Design chunked_ripple_adder, sky130hd; sources not shown.
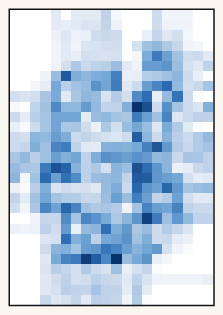
Run 1: routed metal per tile
(2 px per um) The die is cut into 20 by 29 equal tiles; white is low, dark blue is high, scaled to the fullest tile. Values are wire area over tile area, all layers added.
The mean over all tiles is 0.11. 19% of the tiles are over half the peak. 18% of the tiles are nearly empty. The emptiest ninth of the die: north-west. The fullest tile reaches 0.41.
Total Wirelength: 10,880 um
via count: 3,397

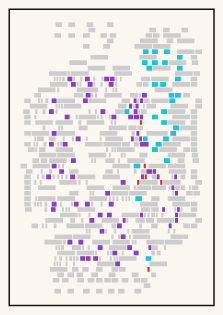
Run 1: gate families picked out
(2 px per um)
Purple stands for inverting AOI/OAI gates, cells 74, most used a22oi_1. Cyan stands for AND-OR and OR-AND gates, cells 29, most used a22o_1. Red stands for inverters, cells 6, most used inv_1.
combinational share of cell area: 0.2932
final std cells w/o fill: 678
most numerous logic cell after layout: nand2_1

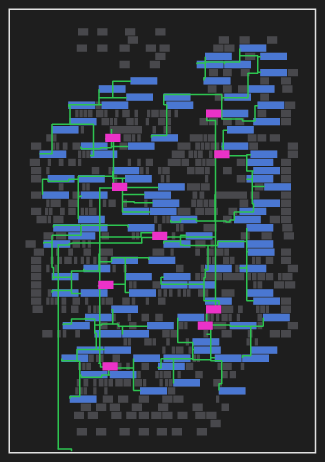
Run 1: routed clock nets over the placement
(3 px per um)
Magenta stands for clock drivers, count 9. Blue stands for flip-flops, count 102. Green stands for clock wires, length 1,220 um.
There are 10 routed clock nets.
clock latency at the later pin of the worst-skew pair: 0.37 ns
clock network power: 482 uW
Clk pwr share: 0.152

==> out/qor.yml, run 1 <==
synthSimpleGateAreaFrac: 0.1640
max_clock_freq_mhz: 311.0
worst_slew_pin_slew_ns: 1.063
dp_slack_ns: 2.410
hp-class: "reg2reg"
critical_path_class: "in2reg"
drive_above_1_share: 0.05364
std_cell_rows: 50
grt_pass1_vias: 3534
fp_nets: 506
area_delta_synth_final_pct: 29.95
drt-wirelength-per-cell_um: 16.04
grt-ovfl-total: 0
relSlewSlack: 0.2911
critical_path.top_delay_family: "simple AND/OR/NAND/NOR gates"
insertedDiodeCount: 0
track_usage: 0.1526
final.setup.tns_ns: 0
initCoreUtil: 0.3555
drt_iter0_markers: 242
nFillCells: 1224
rsz0062_at_grt: "no"
clock_sinks: 102
whs_path_depth: 2
cp-end-kind: "register"
whs_ns: 0.2824
logic_family: "AND-OR/OR-AND gates"
fin_ws_ns: 2.785
io_pins: 104
finalPower_mw: 3.164
synth.distinct_cells: 33
routed-wl-met3_um: 495
htreeDepth: 3
path_cells: "clkdlybuf4s50_1 -> and2_2 -> buf_4 -> nor2_4 -> nand2_1 -> nand2_1"
numCtsBuffers: 9
wirelength_met1_um: 4436
crit_path_top_delay_cell: "nor2_4"
post-route-util: 0.4619
yosys_most_used_dff: "dfrtp_1"
outcome: "finished clean"
yosysTopAreaCell: "dfrtp_1"
io_buffer_count: 103
reg2reg_depth: 6
regArea_um2: 2552
==> run 1: routing by layer <==
layer	track usage	vias up
li1	-	1664
met1	0.1885	1625
met2	0.2647	94
met3	0.01710	14
met4	0.06520	0
met5	0	-
==> run 1: cell usage in the layout, fill, tap and decap left out, types with 2 or more instances in the layout <==
| master | Yosys | routed |
|---|---|---|
| a21o_1 | 2 | 2 |
| a21oi_1 | 14 | 14 |
| a221o_1 | 2 | 2 |
| a22o_1 | 25 | 25 |
| a22oi_1 | 46 | 46 |
| and3_1 | 2 | 2 |
| buf_4 | 5 | 4 |
| bufinv_16 | 0 | 2 |
| clkbuf_4 | 0 | 2 |
| clkbuf_8 | 0 | 10 |
| clkdlybuf4s50_1 | 0 | 102 |
| clkinv_2 | 0 | 2 |
| dfrtp_1 | 102 | 102 |
| fa_1 | 2 | 2 |
| ha_1 | 8 | 8 |
| inv_1 | 6 | 6 |
| nand2_1 | 132 | 132 |
| nand3_1 | 16 | 16 |
| nor2_1 | 11 | 11 |
| nor2_4 | 2 | 2 |
| nor2b_1 | 2 | 2 |
| nor3_1 | 3 | 3 |
| o211ai_1 | 2 | 2 |
| o21ai_0 | 8 | 8 |
| xnor2_1 | 4 | 4 |
| xor2_1 | 2 | 2 |
==> run 1: cell type report <==
cell class	count	share of cell area
well taps	156	0.03411
clock inverters	4	0.01225
inverters	6	0.003936
multi-input cells	292	0.2932
clock buffers	12	0.02668
repair buffers	106	0.1837
flip-flops and latches	102	0.4461
==> run 1: through the flow <==
stage | instance area, um2 | std cells
finish | 5722 | 678
global route | 5722 | 678
CTS | 5722 | 678
detailed placement | 5499 | 662
global placement | 5499 | 662
floorplan | 4403 | 427
==> run 1: where the power goes <==
part,internal (mW),leakage [nW],switching [mW]
logic,0.620,1.28,0.892
clock network,0.255,0.117,0.227
registers,0.991,1.31,0.178
Run 1, routing congestion:
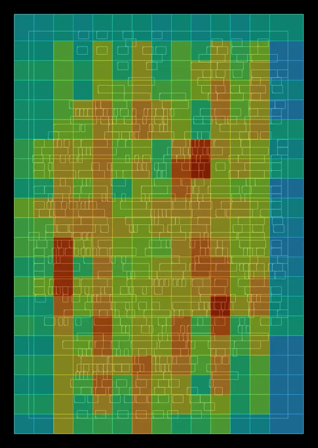

==> inputs of run 2 (changes only) <==
--- a/config.mk
+++ b/config.mk
@@ -6,7 +6,7 @@
 export NUM_CORES = 1
 export LEC_CHECK = 0
 export ABC_AREA = 0
-export ABC_CLOCK_PERIOD_IN_PS = 6000
+export ABC_CLOCK_PERIOD_IN_PS = 3300
 export CORE_ASPECT_RATIO = 1.5
 export CORE_MARGIN = 5
 export CORE_UTILIZATION = 35
==> constraint.sdc (replaced) <==
create_clock -name clk -period 3.3 [get_ports clk]
set_clock_uncertainty 0.2 [all_clocks]
set_input_delay 0.66 -clock clk [delete_from_list [all_inputs] [get_ports clk]]
set_output_delay 0.66 -clock clk [all_outputs]
set_load 0.02 [all_outputs]
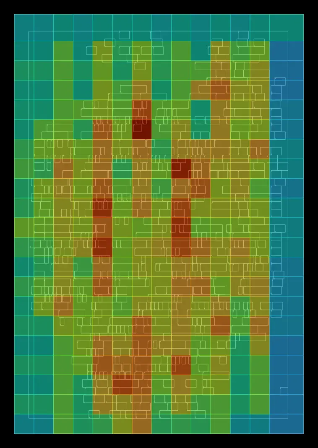
Run 2: routing congestion
met1 usage: 0.1826
routed len/inst: 15.86 um
Tot GR Track Use: 0.1521

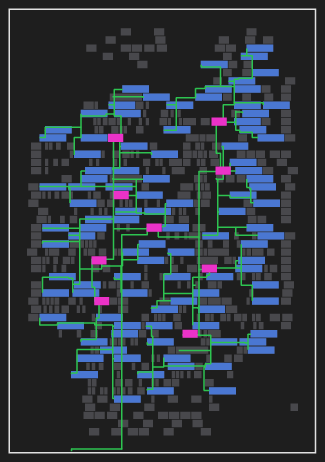
Run 2: routed clock nets over the placement
(3 px per um)
Green stands for clock wires, length 1,140 um. Blue stands for flip-flops, count 102. Magenta stands for clock drivers, count 9.
There are 10 routed clock nets.
clock network power: 923 uW
Clk pwr share: 0.158
clock latency at the later pin of the worst-skew pair: 0.36 ns

==> out/qor.yml, run 2 <==
outcome: "finished clean"
area_delta_synth_final_pct: 31.23
clock_sinks: 102  # unchanged
setup_viol: 0
swShare: 0.4064  # -0.003762
synthSimpleGateAreaFrac: 0.1640  # unchanged
wl_um: 10830  # -0.40%
cp-end-kind: "primary output"
initCoreUtil: 0.3555  # unchanged
cts.path.max_buffers: 2
nets: 601
cts_resized: 0
comb_power_share: 0.480  # +0.002
insertedDiodeCount: 0  # unchanged
htreeDepth: 3  # unchanged
critical_path_class: "reg2out"
use_met2: 0.2628  # -0.001966
synth.distinct_cells: 33  # unchanged
layout_top_cell: "nand2_1"
final_cell_mix: "nand2_1 (132), dfrtp_1 (102), clkdlybuf4s50_1 (102)"
busiest_layer: "met2"
share_seq_of_total_power: 0.362  # -0.008
chip_area_um2: 14970
rsz0062_at_grt: "no"
die_y_um: 147.4
logic_family: "AND-OR/OR-AND gates"
post_synth_xor_area_fraction: 0.01194
critical_path.top_delay_family: "buffers and inverters"
warning_count: 26
grt_max_degree: 54
numCtsBuffers: 9  # unchanged
via_count: 3414  # +0.50%
ant_nets: 0
yosys_most_used_dff: "dfrtp_1"
reg2reg_depth: 8  # +2
drt_iter0_markers: 160  # -34%
path_cells: "nor2_1 -> clkdlybuf4s50_1"
hp-class: "in2async"
synth.area.mux_share: 0
max_clock_freq_mhz: 400.9
internal_power_mw: 3.471  # +86%
dp_slack_ns: 0.6485  # -1.762 ns
wirelength_met1_um: 4358  # -1.8%
worst-path-buf-inv: 1
grt-ovfl-total: 0  # unchanged
met3_usage: 0.02090  # +0.003800
fin_ws_ns: 0.8056  # -1.979 ns
coreArea_um2: 12390
grt_pass1_vias: 3534  # unchanged
std_cell_rows: 50  # unchanged
ys_sh_aoi: 0.1728
yosysTopAreaCell: "dfrtp_1"
fp_nets: 506  # unchanged
final.setup.tns_ns: 0  # unchanged
required_ns: 2.44
crit_path_top_delay_cell: "clkdlybuf4s50_1"
whs_ns: 0.1108  # -0.1716 ns
yosysMostFrequentCell: "nand2_1"
worst_slew_pin_slew_ns: 1.032  # -0.03138 ns
relSlewSlack: 0.3104  # +0.01929
cts_tree: "yes"
globalplace.congestion: 0.7811
top_cells_by_count: "nand2_1 (132), dfrtp_1 (102), a22oi_1 (46)"
synthesis.area_um2: 4403
routed-wl-met3_um: 448  # -9.5%
cts_hold_buf: 0
switching_power_mw: 2.376  # +83%
drive_above_1_share: 0.06262  # +0.008979
postSynthCellCount: 427
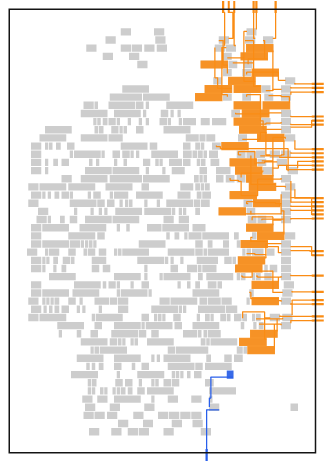
Run 2: port wiring
(3 px per um)
Orange stands for `sum`, bits 32, direction output, edge 26 east, 6 north, end cells 32, buffers 32, wire 872 um. Blue stands for `out_valid`, bits 1, direction output, edge south, end cells 1, buffers 1, wire 35.6 um.
num ports: 104
I/O Buffers: 103

## run 2: cell types whose count changed in the layout (fill, tap and decap cells not counted)
cell	change
clkbuf_4	-1
clkbuf_8	-1
clkinvlp_4	+2
bufinv_16	+1
buf_4	+5
clkinv_2	-1
## run 2: final cells by class
cell class / count / area, um2
well taps: 156 / 195.2
inverters: 6 / 22.52
repair buffers: 111 / 1089
clock inverters: 6 / 110.1
multi-input cells: 292 / 1678
flip-flops and latches: 102 / 2552
clock buffers: 10 / 131.4
fillers: 1212 / 6609
## run 2: logic make-up after synthesis
group	Yosys count
AND/OR/NAND/NOR	173
AND-OR/OR-AND	103
flip-flops	102
buffers and inverters	33
adder cells (fa/ha/maj)	10
XOR/XNOR	6
## run 2: power by group through the flow
stage          sequential, mW  clock, mW  combinational (mW)
2_1_floorplan            2.27          0                1.82
3_3_place_gp             2.14          0                2.78
3_5_place_dp             2.15          0                2.83
4_1_cts                  2.13      0.948                2.84
5_1_grt                  2.19       1.00                3.14
6_report                 2.12      0.923                2.81
## run 2: worst reg2reg max path, stage by stage, from the launching register on
cell and delay, ns:
dfrtp_1 0.42, fa_1 0.48, inv_1 0.09, fa_1 0.21
nor2b_1 0.07, nor3_1 0.20, o21ai_2 0.12, a31oi_1 0.29
a311oi_1 0.14
## run 2: metrics by stage
step / instances / area (um2) / util / power, mW
after floorplan: 427 / 4403 / - / 4.086
after global placement: 667 / 5537 / 0.4470 / 4.914
after detailed placement: 667 / 5537 / 0.4470 / 4.981
after CTS: 683 / 5778 / 0.4665 / 5.913
after global routing: 683 / 5778 / 0.4665 / 6.332
final: 683 / 5778 / 0.4665 / 5.847
Power figures rest on the tool's default switching activity, not on a simulated workload.
